Fig. 1: run 1, cells coloured by class
The bar under the picture is 20 um long.
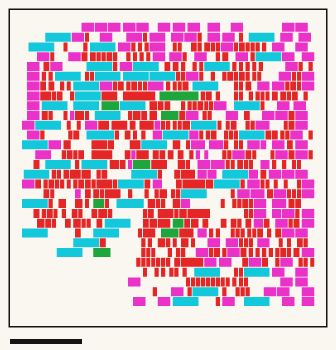
Fig. 2: run 1, wire density map
The bar under the picture is 20 um long. 18 x 18 tiles, from dark purple (low) to yellow (high), scaled to the fullest tile. Values are wire area over tile area, all layers added.
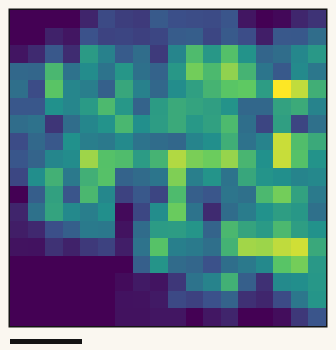
Fig. 3: run 1, routing congestion map
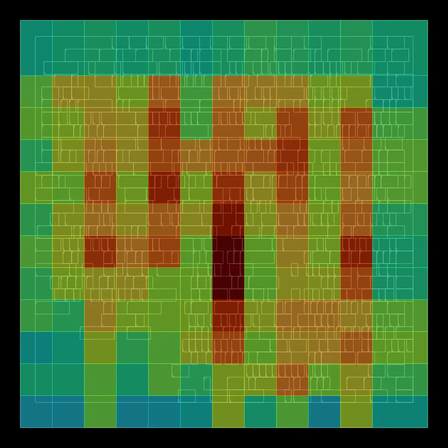
[src/rtl/i2c_bus_arbiter.sv]
// rtl/i2c_bus_arbiter.sv - round-robin arbiter sharing one I2C master engine between requesters
module i2c_bus_arbiter #(
    parameter int NUM_REQ = 4,
    parameter int ADDR_W  = 7,
    parameter int DATA_W  = 8,
    parameter int TIMEOUT = 1024
) (
    input  logic                        clk,
    input  logic                        reset,
    input  logic [NUM_REQ-1:0]          req,
    input  logic [NUM_REQ*ADDR_W-1:0]   req_addr,
    input  logic [NUM_REQ-1:0]          req_rw,
    input  logic [NUM_REQ*DATA_W-1:0]   req_wdata,
    output logic [NUM_REQ-1:0]          gnt,
    output logic [NUM_REQ-1:0]          done,
    output logic [DATA_W-1:0]           rdata,
    output logic                        nack,
    output logic                        timeout,
    output logic                        m_start,
    output logic [ADDR_W-1:0]           m_addr,
    output logic                        m_rw,
    output logic [DATA_W-1:0]           m_wdata,
    output logic                        m_abort,
    input  logic                        m_done,
    input  logic                        m_nack,
    input  logic [DATA_W-1:0]           m_rdata
);

    localparam int IDX_W = (NUM_REQ > 1) ? $clog2(NUM_REQ) : 1;
    localparam int WD_W  = $clog2(TIMEOUT);

    typedef enum logic [1:0] {
        S_IDLE     = 2'd0,
        S_ISSUE    = 2'd1,
        S_WAIT     = 2'd2,
        S_COMPLETE = 2'd3
    } state_t;

    state_t               state_q,   state_d;
    logic [IDX_W-1:0]     ptr_q,     ptr_d;
    logic [IDX_W-1:0]     idx_q,     idx_d;
    logic [NUM_REQ-1:0]   gnt_q,     gnt_d;
    logic [ADDR_W-1:0]    m_addr_q,  m_addr_d;
    logic                 m_rw_q,    m_rw_d;
    logic [DATA_W-1:0]    m_wdata_q, m_wdata_d;
    logic [DATA_W-1:0]    rdata_q,   rdata_d;
    logic                 nack_q,    nack_d;
    logic                 timeout_q, timeout_d;
    logic                 m_abort_q, m_abort_d;
    logic [WD_W-1:0]      wd_q,      wd_d;

    logic                 win_found;
    logic [IDX_W-1:0]     win_idx;
    logic [IDX_W-1:0]     cand;

    // First requester at or above ptr_q, wrapping around.
    always_comb begin
        win_found = 1'b0;
        win_idx   = '0;
        cand      = '0;
        for (int off = 0; off < NUM_REQ; off++) begin
            cand = IDX_W'((int'(ptr_q) + off) % NUM_REQ);
            if (!win_found && req[cand]) begin
                win_found = 1'b1;
                win_idx   = cand;
            end
        end
    end

    always_ff @(posedge clk) begin
        if (reset) begin
            state_q   <= S_IDLE;
            ptr_q     <= '0;
            idx_q     <= '0;
            gnt_q     <= '0;
            m_addr_q  <= '0;
            m_rw_q    <= 1'b0;
            m_wdata_q <= '0;
            rdata_q   <= '0;
            nack_q    <= 1'b0;
            timeout_q <= 1'b0;
            m_abort_q <= 1'b0;
            wd_q      <= '0;
        end else begin
            state_q   <= state_d;
            ptr_q     <= ptr_d;
            idx_q     <= idx_d;
            gnt_q     <= gnt_d;
            m_addr_q  <= m_addr_d;
            m_rw_q    <= m_rw_d;
            m_wdata_q <= m_wdata_d;
            rdata_q   <= rdata_d;
            nack_q    <= nack_d;
            timeout_q <= timeout_d;
            m_abort_q <= m_abort_d;
            wd_q      <= wd_d;
        end
    end

    always_comb begin
        state_d   = state_q;
        ptr_d     = ptr_q;
        idx_d     = idx_q;
        gnt_d     = gnt_q;
        m_addr_d  = m_addr_q;
        m_rw_d    = m_rw_q;
        m_wdata_d = m_wdata_q;
        rdata_d   = rdata_q;
        nack_d    = nack_q;
        timeout_d = timeout_q;
        m_abort_d = 1'b0;
        wd_d      = wd_q;
        case (state_q)
            S_IDLE: begin
                if (win_found) begin
                    state_d   = S_ISSUE;
                    idx_d     = win_idx;
                    gnt_d     = NUM_REQ'(1) << win_idx;
                    m_addr_d  = req_addr[int'(win_idx)*ADDR_W +: ADDR_W];
                    m_rw_d    = req_rw[win_idx];
                    m_wdata_d = req_wdata[int'(win_idx)*DATA_W +: DATA_W];
                end
            end
            S_ISSUE: begin
                wd_d    = '0;
                state_d = S_WAIT;
            end
            S_WAIT: begin
                // A completion on the expiry cycle takes priority over the abort.
                if (m_done) begin
                    state_d   = S_COMPLETE;
                    rdata_d   = m_rdata;
                    nack_d    = m_nack;
                    timeout_d = 1'b0;
                end else if (wd_q == WD_W'(TIMEOUT - 1)) begin
                    state_d   = S_COMPLETE;
                    m_abort_d = 1'b1;
                    nack_d    = 1'b1;
                    timeout_d = 1'b1;
                end else begin
                    wd_d = wd_q + 1'b1;
                end
            end
            S_COMPLETE: begin
                state_d = S_IDLE;
                gnt_d   = '0;
                ptr_d   = (idx_q == IDX_W'(NUM_REQ - 1)) ? '0 : idx_q + 1'b1;
            end
            default: state_d = S_IDLE;
        endcase
    end

    always_comb begin
        m_start = (state_q == S_ISSUE);
        done    = (state_q == S_COMPLETE) ? gnt_q : '0;
        gnt     = gnt_q;
        m_addr  = m_addr_q;
        m_rw    = m_rw_q;
        m_wdata = m_wdata_q;
        m_abort = m_abort_q;
        rdata   = rdata_q;
        nack    = nack_q;
        timeout = timeout_q;
    end

endmodule

[config.mk]
export PLATFORM = sky130hd
export DESIGN_NAME = i2c_bus_arbiter
export DESIGN_NICKNAME = d
export VERILOG_FILES = /design/src/rtl/i2c_bus_arbiter.sv
export SDC_FILE = /design/constraint.sdc
export NUM_CORES = 1
export LEC_CHECK = 0
export ABC_AREA = 1
export CAP_MARGIN = 0
export CORE_MARGIN = 3
export CORE_UTILIZATION = 44
export CTS_CLUSTER_DIAMETER = 100
export DETAILED_ROUTE_END_ITERATION = 8
export GPL_TIMING_DRIVEN = 0
export MAX_ROUTING_LAYER = met4
export PLACE_DENSITY = 0.84
export SKIP_CTS_REPAIR_TIMING = 1
export SLEW_MARGIN = 30
export SYNTH_ARGS = -nofsm -noshare
export SYNTH_HDL_FRONTEND = slang
export SYNTH_SLANG_ARGS = --single-unit
[constraint.sdc]
create_clock -name clk -period 2.08 [get_ports clk]
set_input_delay 0.416 -clock clk [delete_from_list [all_inputs] [get_ports clk]]
set_output_delay 0.416 -clock clk [all_outputs]
set_load 0.02 [all_outputs]
==> CHANGELOG.md, run 1 <==
### Implementation results

* Initial antenna violation count at 0
* Synth warn at 0
* I/O pin count at 116
* Crit path to: m_wdata[2]
* R2R Setup Slk at 0.15 ns
* Comb area share at 39.1%
* Switching pwr at 0.00251 W
* HPWL Detailed at 6940 um
* Required time worst endpoint at 2.31 ns
* Main power group: combinational logic
* Basic Gates by Area at 45.2%
* Fp util at 45.8%
* Final ANT Viol Nets at 0
* Period utilization at 94.2%
* NonClk Buf Share at 30.5%
* Peak VDD IR at 0.639 mV
* Reg power frac at 23.9%
* Final Critical Period at 1.96 ns
* Number of synthesized register bits at 47
* Measured slew at the worst slew-check pin at 0.493 ns
* Row cnt at 29
* Status: finished clean
* Most Frequent Cell on Critical Path: nand2_1
* Met3 usage at 5.55%
* # DRC at 0
* Pint at 0.00288 W
* Kind of critical path: in2reg
* Share of cells above drive strength 1 at 9.12%
* Inserted Clock Buffers at 5
* Worst stage delay on the critical path at 0.42 ns
* Element type at the critical path start: primary input
* Bufs on Longest Clock Path at 2
* Critical R2R Capture: m_wdata[2]
* Crit path cell chain: clkdlybuf4s50_1 > inv_1 > nand2_1 > nand3_1 > nand2_2 > nand2_1 > nand2_2 > nand2_1 > nand3_4 > buf_4 > nand2_1 > nand2_1 > nand2_1 > nand3_1 > nand2_1 > inv_1
* Sink Count at 47
* Ant. Diodes at 0
* Slew margin rel. at 67.1%
* Clk ins delay skew pair at 0.32 ns
* Die Area at 7710 um2
* Flop count at 47
* Syn nets at 564
* Clk Tree Root Cell: clkbuf_8
* Cells after DPL at 669
* Via count at 3,464
* Clkbuf count at 5
Notes on Fig. 1 above:
- magenta: remaining buffers and delay cells (cells 140; share of their area 31%)
- green: clock drivers and dummy loads (cells 8; share of their area 2.7%)
- cyan: sequential cells (cells 47; share of their area 22%)
- red: combinational and other logic (cells 408; share of their area 44%)

Notes on Fig. 2 above:
- densest ninth of the die: right middle
- nearly empty tiles: 11%
- emptiest ninth of the die: bottom left
- mean over tiles: 0.20
- tiles over half the peak: 31%

Notes on Fig. 3 above:
GR peak layer: met2
final core occ: 68.8%
WL/cell: 13.4 um

==> run 1: through the flow <==
step,power [W],instance area (um2),TNS [ns],worst slack [ns]
after floorplan,0.00344,2940,0,0.370
after global placement,0.00438,4190,-4.49,-0.258
after detailed placement,0.00448,4190,-6.38,-0.342
after CTS,0.00520,4310,-1.26,-0.322
after global routing,0.00584,4420,-0.109,-0.0210
final,0.00539,4420,0,0.120
==> run 1: synthesized netlist by cell type <==
library cell / instances / area share (%)
a211oi_1: 4 / 1.0
a21oi_1: 17 / 2.9
a21oi_2: 1 / 0.30
a31oi_1: 2 / 0.43
a31oi_2: 1 / 0.43
buf_1: 1 / 0.13
buf_2: 4 / 0.68
buf_4: 8 / 2.0
buf_6: 1 / 0.38
clkbuf_1: 6 / 0.77
clkbuf_4: 2 / 0.51
clkinv_1: 1 / 0.13
dfxtp_1: 47 / 32
ha_1: 7 / 3.0
inv_1: 44 / 5.6
inv_2: 3 / 0.38
inv_4: 1 / 0.21
nand2_1: 164 / 21
nand2_2: 6 / 1.3
nand3_1: 60 / 10
nand3_2: 2 / 0.68
nand3_4: 3 / 1.8
nand4_1: 3 / 0.64
nor2_1: 57 / 7.3
nor2_4: 1 / 0.38
nor3_1: 7 / 1.2
nor4_1: 4 / 0.85
o211a_1: 1 / 0.34
o21ai_0: 14 / 2.4
o21ai_1: 2 / 0.34
o221ai_1: 1 / 0.30
o31a_1: 1 / 0.30
xor2_1: 1 / 0.30
==> run 1: sequential cells by signal (all words and copies together), names as in the netlist, 2 cells and up <==
signal and cells:
state_q 2, rdata 8, wd_q 10, m_addr 7, idx_q 2, ptr_q 2, gnt 4, m_wdata 8
==> run 1: layer usage <==
metal | routed length, um | vias up
met5 | 0 | -
met4 | 65 | 0
met2 | 4330 | 124
met1 | 3820 | 1564
li1 | - | 1769
met3 | 904 | 7
==> inputs of run 2 (changes only) <==
- GPL_ROUTABILITY_DRIVEN: not set -> 0
==> run 2 against run 1 <==
Non-clock buffer count is 3 higher. First-iteration DRC count is 18% higher. Critical path depth is 1 lower. Combinational power hardly changed. Routed wire length is 5.6% lower. Clock power is 3.0% lower. Via count is 0.98% lower. Sequential share of layout area is 0.21 points lower. Final cell count is 0.59% higher. Clock-buffer cell count stayed put. Largest power group unchanged. Highest routed layer unchanged.
==> CHANGELOG.md, run 2 <==
### Implementation results

* CTS tree: done
* Final setup viols at 0
* Reg with most FFs: wd_q
* Bufs on Longest Clock Path at 2
* Slew margin rel. at 67.8%
* Basic Gates by Area at 45.2%
* DRT met1 WL at 3730 um
* GR peak layer: met2
* Via count at 3,430
* Power, Total at 0.00536 W
* # DRC at 0
* Vias in the first global route at 3,075
* Pint at 0.00291 W
* Die Area at 7710 um2
* Main power group: combinational logic
* Peak VDD IR at 0.590 mV
* Post-synth ARST share at 0%
* Kind of critical path: in2reg
* Main area contributors: dfxtp_1 32%, nand2_1 21%, nand3_1 10%, nor2_1 7.3%, inv_1 5.6%
* Cells after DPL at 669
* Required time worst endpoint at 2.30 ns
* Main flop type: dfxtp_1
* Status: finished clean
* Syn nets at 564
* Final ANT Viol Nets at 0
* Switching pwr at 0.00245 W
* Measured slew at the worst slew-check pin at 0.483 ns
* Period utilization at 93.0%
* Synth warn at 0
* Sink Count at 47
* Number of synthesized register bits at 47
* Element type at the critical path start: primary input
* Share of cells above drive strength 1 at 10.4%
* Max FFs per register at 10
* Fp util at 45.8%
* Met3 usage at 5.08%
* DR WL met3 at 792 um
* WL/cell at 12.6 um
* Row cnt at 29
* Uppermost layer routed: met4
* Post-synth EDFFs at 0
* Most instantiated logic cells after routing: 158 x nand2_1, 110 x clkdlybuf4s50_1, 59 x nand3_1, 57 x nor2_1, 46 x dfxtp_1
* Share of Yosys cell area claimed by the top area cell type at 32.0%
* Inserted Clock Buffers at 5
* Clk Tree Root Cell: clkbuf_8
* Commonest cells in the netlist: 164 x nand2_1, 60 x nand3_1, 57 x nor2_1
* Clk ins delay skew pair at 0.31 ns
* Most common cell in the netlist: nand2_1
run 2: cell counts after synthesis:
No cell type changed its count.
run 2: path summary, 6_finish.rpt:
| check | end | slack [ns] | depth (start not counted) |
|---|---|---|---|
| max | m_wdata[2] | 0.15 | 15 |
| min | timeout | 0.48 | 2 |
| max reg2reg | wd_q[5] | 0.17 | 9 |
| min reg2reg | timeout | 0.48 | 2 |
run 2: worst max-delay path, stage by stage:
cell and delay (ns):
clkdlybuf4s50_1 0.48, inv_1 0.06, nand2_1 0.10, nand3_1 0.09, nand2_1 0.12, inv_1 0.11
nand3_4 0.12, nand3_4 0.11, buf_4 0.18, nand2_1 0.06, nand2_1 0.06, nand2_1 0.06
nand3_1 0.07, nand2_1 0.06, inv_1 0.04
run 2: stage by stage:
stage	instance area (um2)	worst slack (ns)	TNS (ns)	utilization [%]	hold slack, ns
6_report	4460	0.146	0	69.4	0.482
5_1_grt	4460	-0.0138	-0.0138	69.4	0.520
4_1_cts	4310	-0.304	-1.11	67.1	0.487
3_5_place_dp	4190	-0.290	-5.14	65.2	0.465
3_3_place_gp	4190	-0.250	-4.29	65.2	0.450
2_1_floorplan	2940	0.370	0	-	0.456
run 2: area by class of cell:
type                       instances  area, um2
fill                             543       1960
clock inverter                     3       47.5
timing repair buffer             122       1220
buffer                            21        151
sequential                        47        942
tap                               77       96.3
inverter                          49        191
clock buffer                       5       68.8
multi-input combinational        360       1750
run 2: cell families (layout without fill, tap and decap cells):
kind of cell / count (synthesis) / count (layout)
AOI/OAI and AO/OA: 44 / 44
xor gates and xnor gates: 1 / 1
adders and majority gates: 7 / 7
buffers and inverters: 71 / 200
DFF: 47 / 47
and+or+nand+nor: 307 / 308
Fig. 4: run 2, sizing map
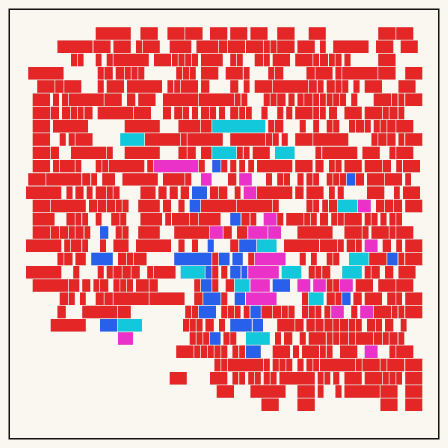
- cyan: _6 and larger (cells 14; share 2.3%; most used buf_6)
- blue: _2 cells (cells 28; share 4.6%; most used nand2_2)
- magenta: _3 and _4 cells (cells 21; share 3.5%; most used buf_4)
- red: _0 and _1 cells (cells 544; share 90%; most used nand2_1)

Fig. 5: run 2, wire density map
The bar under the picture is 20 um long. 18 x 18 tiles, from dark purple (low) to yellow (high), scaled to the fullest tile. Values are wire area over tile area, all layers added.
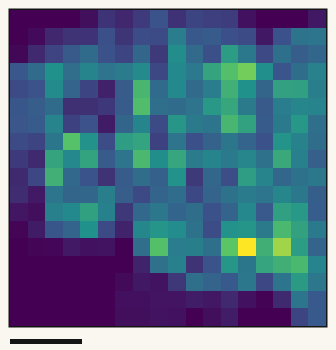
- nearly empty tiles: 14%
- fullest tile: 0.63
- emptiest ninth of the die: bottom left
- tiles over half the peak: 15%
- mean over tiles: 0.18

Fig. 6: run 2, wires at chosen ports, followed through buffers
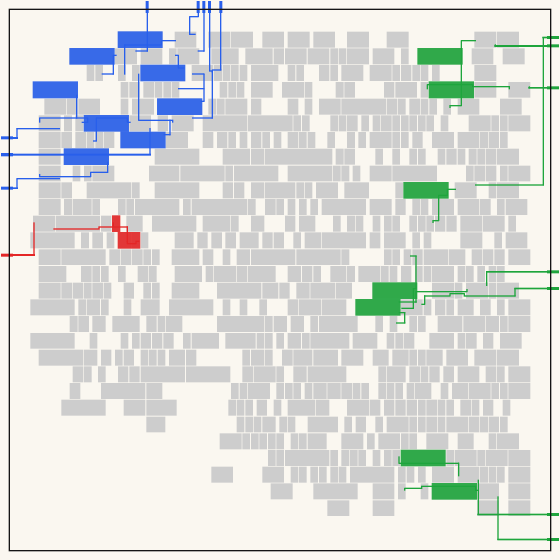
- blue: rdata (direction output; edge 5 top, 3 left; end cells 8; wire 186 um)
- red: m_done (direction input; edge left; end cells 3; wire 26.6 um)
- green: m_addr (direction output; edge right; end cells 7; wire 209 um)
IO buf count: 115
I/O pin count: 116

No activity file was given, so power comes from the tool's default toggle rates.
